layer_met1.png
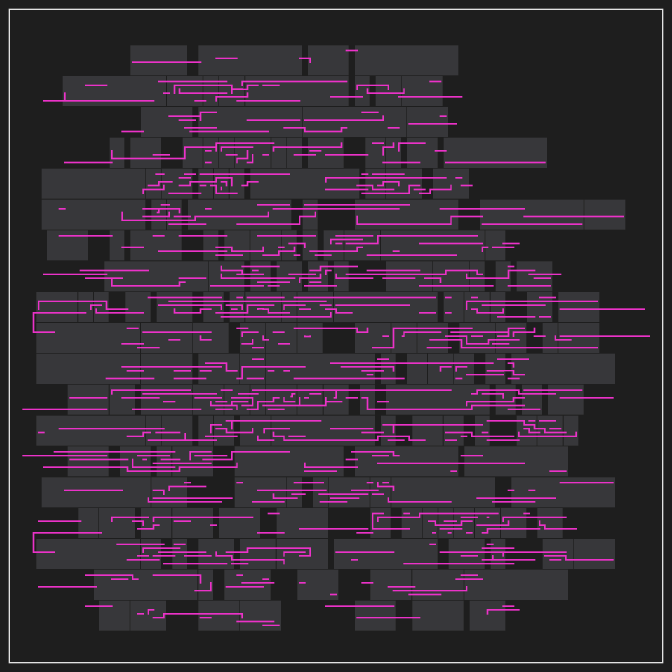
layer_met2.png
The bar under the picture is 20 um long.
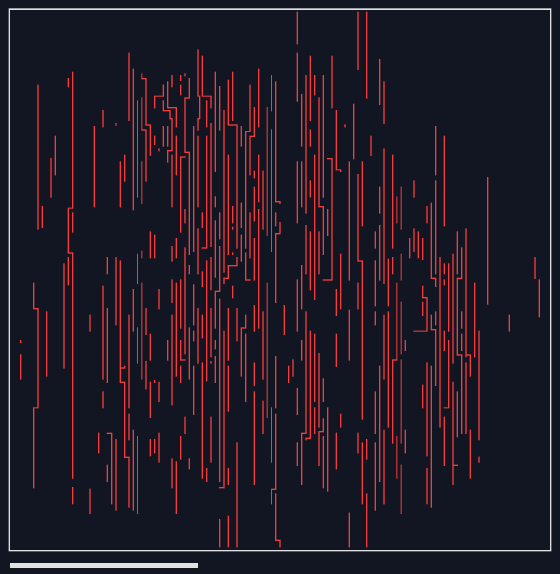
layer_met3.png
The bar under the picture is 20 um long.
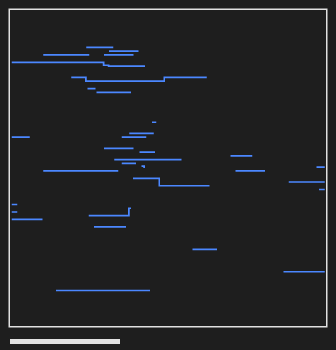
metal_density.png
The bar under the picture is 20 um long. The die is cut into 11 by 11 equal tiles; dark purple is low, yellow is high, scaled to the fullest tile. Values are wire area over tile area, all layers added.
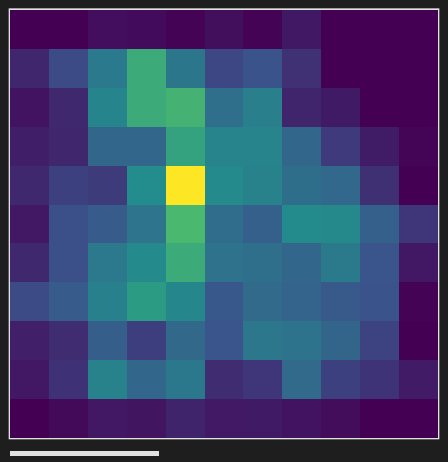
clocks.png
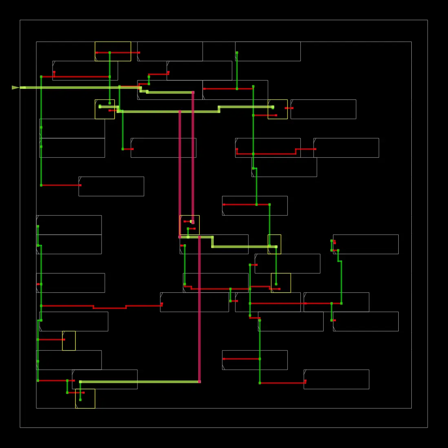
Design score_keeper, sky130hd; sources not shown.
==> flow_summary_export.csv <==
group,metric,value,unit
run_status,outcome,"complete, no violations",
pwr,net-switching-power,0.0003601,W
clock_tree,cts.repair.resized,0,
synthesis,synth.cells.most_frequent,"sky130_fd_sc_hd__dfrtp_1, sky130_fd_sc_hd__nor2_1, sky130_fd_sc_hd__nand2_1",
placed_design,dpl_hpwl,2.584,mm
synthesis,ys_dominant_reg_cell,"sky130_fd_sc_hd__dfrtp_1",
final_timing,holdWs,475.8,ps
final_timing,finClkSkew,12.49,ps
route,drt_drc_violations_left,0,
pwr,power.density,403.2,nW/um2
final_timing,setup_tns,0,ps
route,avgViaCountPerCell,6.112,
synthesis,edf_count,0,
worst_setup_path,cp.arrival,4220,ps
synthesis,syn_std_cell_area,1715,um2
synthesis,synth_area_leader_cell,"sky130_fd_sc_hd__dfrtp_1",
worst_setup_path,regToRegSetupSlack,3340,ps
synthesis,synth-seq-cells,32,
placed_design,port_buffers,17,
global_routing,globalRouteOverflowTotal,0,
synthesis,synth_top_cell_by_count,"sky130_fd_sc_hd__dfrtp_1",
pwr,vdd_ir_drop_max,0.3749,mV
final_layout,layout.cells.non_filler,224,
flow_run,max_cap_violations,0,
pwr,intPower,0.0004340,W
placed_design,instance_count_after_placement_with_tap_cells_included,216,
worst_setup_path,cp_cell_sequence,"nor4_1, nor2b_1, nand3b_1, nor4b_1, ha_1, nor3b_2, xor2_1, and4b_1, or3_1, a41oi_1, a21oi_1",
clock_tree,tritoncts,"built",
die,die_h,57.47,um
pwr,power_share_of_the_combinational_group,0.536,
global_routing,grt_antenna_before_repair,0,
synthesis,seq_share_synth,0.4697,
pwr,p_total,0.0007941,W
pwr,power.static_leakage,0.9492,nW
hold_path,min_delay_path_depth,1,
final_layout,nNetsFinal,207,
synthesis,yosys-stat-area,1715,um2
route,number_of_search_and_repair_iterations_in_the_first_detailed_routing_pass,4,
-- layer_met1.png (at the start) --
- nets with wire on the layer: 194
- longest straight run: 17.5 um
- share of all routed wire: 42%
- main direction: horizontal
- wire length on this layer: 1510 um
total vias in the final route: 1369
wirelength, routed: 3.549 mm
met1 Track Usage GR: 0.3129

-- layer_met2.png (at the start) --
- share of all routed wire: 50%
- longest straight run: 24.0 um
- main direction: vertical
- nets with wire on the layer: 182
- wire length on this layer: 1770 um
global-route met2 utilization: 0.3945

-- layer_met3.png (at the start) --
- wire length on this layer: 208 um
- nets with wire on the layer: 27
met3 routing resource usage after global routing: 0.08844

-- metal_density.png (at the start) --
- mean over tiles: 0.17
- emptiest ninth of the die: upper right
- nearly empty tiles: 16%
- tiles over half the peak: 6.6%
- densest ninth of the die: center
Global Route Usage Sum: 0.2508
routed wirelength normalized by instance count: 15.84 um

-- clocks.png (at the start) --
number of clock sinks: 32
Num CTS Buffers: 5

[metrics by stage]
step	instance area, um2	worst slack (ps)	utilization
finish	1969	3336	0.7204
global route	1969	2915	0.7204
CTS	1969	3438	0.7204
detailed placement	1908	3272	0.6979
global placement	1908	3403	0.6979
floorplan	1715	3960	-
[power groups by stage]
stage | Sequential [W] | Combinational (W) | Clock, W
final | 0.000261 | 0.000426 | 0.000107
after global routing | 0.000269 | 0.000472 | 0.000117
after global placement | 0.000258 | 0.000389 | 0
after floorplan | 0.000247 | 0.000345 | 0
after CTS | 0.000260 | 0.000419 | 0.000110
after detailed placement | 0.000263 | 0.000416 | 0
[logic make-up (layout without fill, tap and decap cells)]
| family | after synthesis | in the layout | share of synthesized area |
|---|---|---|---|
| AND-OR/OR-AND | 30 | 30 | 0.1328 |
| XOR/XNOR | 12 | 12 | 0.06127 |
| adder cells (fa/ha/maj) | 8 | 8 | 0.05835 |
| buffers and inverters | 14 | 34 | 0.03136 |
| flip-flops | 32 | 32 | 0.4697 |
| multiplexers | 2 | 2 | 0.01240 |
| AND/OR/NAND/NOR | 75 | 75 | 0.2341 |
[layer usage]
metal,share of wire,vias to the layer above,track usage,routed length (um)
met4,0.019,0,0.1096,68
met3,0.059,10,0.08844,208
met1,0.42,662,0.3129,1505
met2,0.50,52,0.3945,1767
li1,-,645,-,-
met5,0,-,0,0
[final cells by class]
cell class	instances	area share
clock buffer	6	0.02605
clock inverter	2	0.005083
inverter	8	0.01525
multi-input combinational	127	0.4346
sequential	32	0.4091
tap	31	0.01970
timing repair buffer	18	0.09022
[cells in the final DEF, fill, tap and decap left out, types with 6 or more instances in the layout]
cell type / count
sky130_fd_sc_hd__dfrtp_1: 28
sky130_fd_sc_hd__nor2_1: 19
sky130_fd_sc_hd__nand2_1: 17
sky130_fd_sc_hd__clkdlybuf4s50_1: 17
sky130_fd_sc_hd__inv_1: 8
sky130_fd_sc_hd__xnor2_1: 8
sky130_fd_sc_hd__nor3_1: 8
sky130_fd_sc_hd__ha_1: 8
sky130_fd_sc_hd__o21ai_0: 6
[critical path, delay by kind of cell, from the launching register on]
| family | cells | cell delay (ps) |
|---|---|---|
| XOR/XNOR | 1 | 240 |
| flip-flops | 1 | 440 |
| adder cells (fa/ha/maj) | 1 | 240 |
| AND/OR/NAND/NOR | 7 | 2300 |
| AND-OR/OR-AND | 2 | 650 |
Power figures rest on the tool's default switching activity, not on a simulated workload.
